Figure 1. Sequential cells grouped by signal name.
(2 px per um) Other sequential cells in the stronger gray, the rest of the logic in the fainter gray.
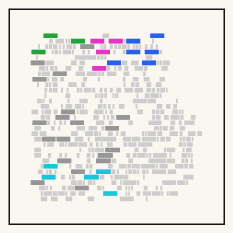
Figure 2. Logic cells by family.
(2 px per um)
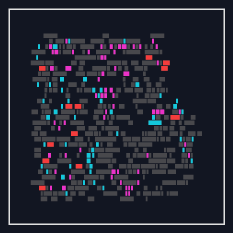
Figure 3. Pin placement.
(4 px per um) Pins as bars across the die edge, other pins in gray.
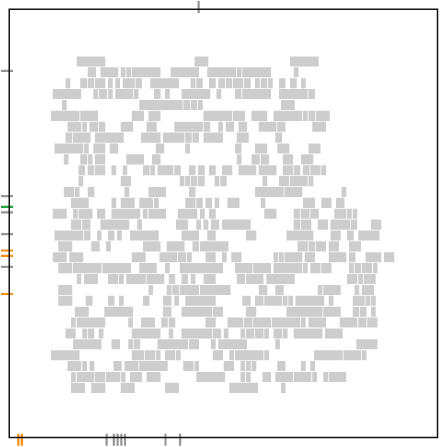
Figure 4. A small window of the routed layout.
Region (41, 20) to (66, 45) um. Cells in gray, sequential cells in the stronger gray; small squares are vias.
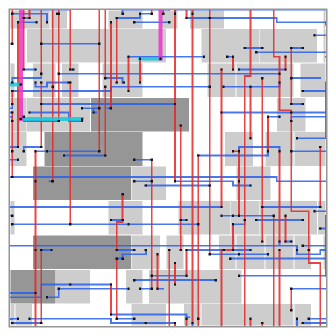
[src/rtl/fixed_point_pow.sv]
// Multi-cycle signed fixed-point power unit: result = a ** floor(b), Qi.f operands.
// One multiply per cycle, then a restoring reciprocal division for negative exponents.
module fixed_point_pow #(
  parameter int INTEGER_PART_WIDTH    = 3,
  parameter int FRACTIONAL_PART_WIDTH = 2
) (
  input  logic                                                clk,
  input  logic                                                rst,
  input  logic                                                start,
  output logic                                                done,
  input  logic [INTEGER_PART_WIDTH+FRACTIONAL_PART_WIDTH-1:0] a,
  input  logic [INTEGER_PART_WIDTH+FRACTIONAL_PART_WIDTH-1:0] b,
  output logic [INTEGER_PART_WIDTH+FRACTIONAL_PART_WIDTH-1:0] result
);

  localparam int I   = INTEGER_PART_WIDTH;
  localparam int F   = FRACTIONAL_PART_WIDTH;
  localparam int N   = I + F;
  localparam int PW  = 2 * N;
  localparam int QW  = 2 * F + 1;
  localparam int XW  = QW + N;
  localparam int DCW = $clog2(QW + 1);

  localparam logic [N-1:0]  ONE      = N'(1) << F;
  localparam logic [N-1:0]  CAP      = {1'b1, {(N-1){1'b0}}};
  localparam logic [N-1:0]  MAX_POS  = {1'b0, {(N-1){1'b1}}};
  localparam logic [QW-1:0] DVD_INIT = {1'b1, {(QW-1){1'b0}}};

  localparam logic [1:0] IDLE   = 2'd0;
  localparam logic [1:0] MUL    = 2'd1;
  localparam logic [1:0] DIV    = 2'd2;
  localparam logic [1:0] FINISH = 2'd3;

  logic [1:0]     state_r;
  logic           done_r;
  logic [N-1:0]   result_r;
  logic [N-1:0]   mag_r;
  logic [N-1:0]   abs_a_r;
  logic [I-1:0]   cnt_r;
  logic           neg_r;
  logic           recip_r;
  logic [N:0]     rem_r;
  logic [QW-1:0]  dvd_r;
  logic [QW-1:0]  q_r;
  logic [DCW-1:0] dcnt_r;

  logic signed [I-1:0] n_s;
  logic [I-1:0]        n_abs_s;
  logic [N-1:0]        abs_a_s;
  logic [PW-1:0]       shifted_s;
  logic [N-1:0]        mul_next_s;
  logic [N+1:0]        trial_s;
  logic                ge_s;
  logic [N:0]          rem_next_s;
  logic [QW-1:0]       q_next_s;
  logic [N-1:0]        div_mag_s;
  logic [N-1:0]        fin_result_s;

  // Clamp an unsigned wide value to the saturation cap.
  function automatic logic [N-1:0] clamp_cap(input logic [XW+PW-1:0] v);
    if (v >= (XW+PW)'(CAP)) begin
      return CAP;
    end else begin
      return N'(v);
    end
  endfunction

  // Operand decode, multiply step, division step and final signed result.
  always_comb begin
    n_s          = I'($signed(b) >>> F);
    n_abs_s      = n_s[I-1] ? (~n_s + I'(1)) : n_s;
    abs_a_s      = a[N-1] ? (~a + N'(1)) : a;
    shifted_s    = (PW'(mag_r) * PW'(abs_a_r)) >> F;
    mul_next_s   = CAP;
    if (mag_r != CAP) begin
      mul_next_s = clamp_cap((XW+PW)'(shifted_s));
    end else begin
      mul_next_s = CAP;
    end
    trial_s      = {rem_r, dvd_r[QW-1]};
    ge_s         = (trial_s >= (N+2)'(mag_r));
    if (ge_s) begin
      rem_next_s = (N+1)'(trial_s - (N+2)'(mag_r));
    end else begin
      rem_next_s = (N+1)'(trial_s);
    end
    q_next_s     = {q_r[QW-2:0], ge_s};
    if (mag_r == '0) begin
      div_mag_s  = CAP;
    end else begin
      div_mag_s  = clamp_cap((XW+PW)'(q_next_s));
    end
    if (neg_r) begin
      fin_result_s = ~mag_r + N'(1);
    end else if (mag_r == CAP) begin
      fin_result_s = MAX_POS;
    end else begin
      fin_result_s = mag_r;
    end
  end

  // Control FSM and datapath registers.
  always_ff @(posedge clk) begin
    if (rst) begin
      state_r  <= IDLE;
      done_r   <= 1'b1;
      result_r <= '0;
      mag_r    <= '0;
      abs_a_r  <= '0;
      cnt_r    <= '0;
      neg_r    <= 1'b0;
      recip_r  <= 1'b0;
      rem_r    <= '0;
      dvd_r    <= '0;
      q_r      <= '0;
      dcnt_r   <= '0;
    end else begin
      case (state_r)
        IDLE: begin
          if (start) begin
            mag_r   <= ONE;
            abs_a_r <= abs_a_s;
            neg_r   <= a[N-1] & n_s[0];
            cnt_r   <= n_abs_s;
            recip_r <= n_s[I-1];
            done_r  <= 1'b0;
            state_r <= MUL;
          end else begin
            state_r <= IDLE;
          end
        end
        MUL: begin
          if (cnt_r != '0) begin
            mag_r <= mul_next_s;
            cnt_r <= cnt_r - I'(1);
          end else if (recip_r) begin
            rem_r   <= '0;
            dvd_r   <= DVD_INIT;
            q_r     <= '0;
            dcnt_r  <= '0;
            state_r <= DIV;
          end else begin
            state_r <= FINISH;
          end
        end
        DIV: begin
          rem_r <= rem_next_s;
          dvd_r <= dvd_r << 1;
          q_r   <= q_next_s;
          // The last quotient bit lands this cycle, so take the combinational quotient.
          if (dcnt_r == DCW'(QW - 1)) begin
            mag_r   <= div_mag_s;
            state_r <= FINISH;
          end else begin
            dcnt_r <= dcnt_r + DCW'(1);
          end
        end
        FINISH: begin
          result_r <= fin_result_s;
          done_r   <= 1'b1;
          state_r  <= IDLE;
        end
        default: begin
          done_r  <= 1'b1;
          state_r <= IDLE;
        end
      endcase
    end
  end

  assign done   = done_r;
  assign result = result_r;

endmodule

[config.mk]
export PLATFORM = sky130hd
export DESIGN_NAME = fixed_point_pow
export DESIGN_NICKNAME = d
export VERILOG_FILES = /design/src/rtl/fixed_point_pow.sv
export SDC_FILE = /design/constraint.sdc
export NUM_CORES = 1
export LEC_CHECK = 0
export CAP_MARGIN = 20
export CORE_MARGIN = 10
export CORE_UTILIZATION = 40
export DETAILED_ROUTE_END_ITERATION = 10
export PLACE_DENSITY_LB_ADDON = 0.08
export SYNTH_ARGS = -nofsm -noshare
export SYNTH_HDL_FRONTEND = slang
export SYNTH_SLANG_ARGS = --single-unit
[constraint.sdc]
create_clock -name clk -period 3.6 [get_ports clk]
set_input_delay 0.72 -clock clk [delete_from_list [all_inputs] [get_ports clk]]
set_output_delay 0.72 -clock clk [all_outputs]
set_load 0.1 [all_outputs]
==> impl_metrics.env <==
# yosys + openroad results
export IMPL_worstMarginPinSlew_ns=0.992
export IMPL_finalSetupViolations=2
export IMPL_warning_count=36
export IMPL_crit_start="mag_r[2]"
export IMPL_fin_util=0.489
export IMPL_hpwl_um=5610
export IMPL_p_leak_uw=0.00152
export IMPL_fin_ws_ns=-0.00258
export IMPL_io_pins=19
export IMPL_max_cap_violations=0
export IMPL_rsz0062_at_grt="true"
export IMPL_die_height_um=107
export IMPL_layout_drive_gt1_share=0.135
export IMPL_clock_sinks=37
export IMPL_viasPerCell=5.11
export IMPL_floorplan_rows=31
export IMPL_synth_async_reset_ratio=0
export IMPL_crit_arrival_ns=3.75
export IMPL_status="finished with violations"
export IMPL_dieArea_um2=11400
export IMPL_clock_skew_ns=0.0113
export IMPL_startpoint_type="flip-flop"
export IMPL_violations="negative setup slack"
export IMPL_post_route_min_period_ns=3.60
export IMPL_yosys_most_used_dff="dfxtp_1"
export IMPL_edf_count=0
Back to the opening pictures, Figure 1:
Blue stands for rem_r, placed flops 6, where top middle. Cyan stands for abs_a_r, placed flops 5. Magenta stands for q_r, placed flops 4, where top middle. Green stands for dcnt_r, placed flops 3.
Another 19 sequential cells are not colored.

Back to the opening pictures, Figure 2:
Cyan stands for NOR gates, cells 50. Red stands for multiplexers, cells 12. Magenta stands for NAND gates, cells 61.

Back to the opening pictures, Figure 3:
Orange stands for b, pins 5, direction input, edge 3 left, 2 bottom. Green stands for done, pins 1, direction output, edge left.

Back to the opening pictures, Figure 4:
Magenta stands for met4. Cyan stands for met3. Red stands for met2. Blue stands for met1.
Netlist names of flops here include mag_r (3), abs_a_r (1). Sequential cells in the window: 4. 44 logic cells have their middle in the window. Most frequent: and2_1 (6), buf_4 (6).

cell usage after synthesis (2+ instances only):
cell type | number | area, um^2
nor2b_1 | 9 | 56.3
xor2_1 | 2 | 17.5
a31o_2 | 5 | 43.8
xnor2_1 | 6 | 52.6
o211ai_1 | 4 | 30.0
nand2_1 | 42 | 158
clkbuf_8 | 2 | 27.5
buf_6 | 2 | 22.5
o2111ai_1 | 2 | 17.5
or3_1 | 2 | 12.5
nand4b_1 | 2 | 17.5
fa_1 | 10 | 200
ha_1 | 36 | 450
nand4_1 | 2 | 12.5
inv_1 | 39 | 146
clkbuf_1 | 8 | 30.0
a21o_1 | 4 | 30.0
dfxtp_1 | 37 | 741
nor2_1 | 31 | 116
mux2i_1 | 12 | 120
a31oi_1 | 3 | 18.8
a311oi_1 | 2 | 17.5
a21oi_1 | 31 | 155
nand3_1 | 11 | 55.1
a211oi_1 | 11 | 82.6
nand2b_1 | 3 | 18.8
nor3_1 | 8 | 40.0
o21ai_0 | 15 | 75.1
and2_1 | 11 | 68.8
and3_1 | 4 | 25.0
timing repair:
| action | in CTS | in global routing |
|---|---|---|
| setup buffers | 1 | 3 |
| gates resized | 12 | 6 |
| pin swaps | 9 | 3 |
| setup endpoints to repair | 5 | 5 |
worst register-to-register path, stage by stage (launching register included):
cell and delay (ns):
dfxtp_2 0.33, nand2_2 0.06, fa_1 0.57, fa_1 0.45, fa_1 0.51, inv_2 0.05
ha_4 0.21, o211ai_1 0.29, or3b_4 0.19, o211ai_1 0.10, a311oi_2 0.28, nor3b_4 0.33
o22ai_1 0.11
sequential cells by signal, indices dropped and copies added, names as in the netlist:
signal   count
recip_r      1
mag_r        5
result       5
dcnt_r       3
dvd_r        1
cnt_r        3
done         1
state_r      2
neg_r        1
abs_a_r      5
q_r          4
rem_r        6
cell families (layout without fill, tap and decap cells):
| family | count (synthesis) | count (layout) | synth area share |
|---|---|---|---|
| simple gates | 132 | 132 | 0.214 |
| compound gates | 86 | 86 | 0.183 |
| mux | 12 | 12 | 0.0400 |
| fa+ha+maj | 46 | 46 | 0.216 |
| buf+inv | 52 | 85 | 0.0770 |
| xor+xnor | 8 | 8 | 0.0233 |
| flops | 37 | 37 | 0.246 |
layout make-up:
| cell class | count | area [um^2] |
|---|---|---|
| Multi-Input combinational cell | 284 | 2090 |
| Sequential cell | 37 | 747 |
| Clock buffer | 5 | 68.8 |
| Clock inverter | 3 | 65.1 |
| Inverter | 39 | 146 |
| Timing Repair Buffer | 38 | 329 |
| Fill cell | 770 | 3720 |
| Tap cell | 99 | 124 |
stage by stage:
step / setup WS (ns) / area (um^2)
3_3_place_gp: -0.213 / 3340
3_5_place_dp: -0.255 / 3340
2_1_floorplan: 0.00332 / 3010
6_report: -0.00258 / 3570
5_1_grt: -0.179 / 3570
4_1_cts: 0.000799 / 3530
layer usage:
layer  track usage  wire (um)  vias up
met5             0          0        -
met4        0.0329         95        0
met3        0.0222        155        8
met2         0.219       3320       29
met1         0.164       3510     1196
li1              -          -     1347
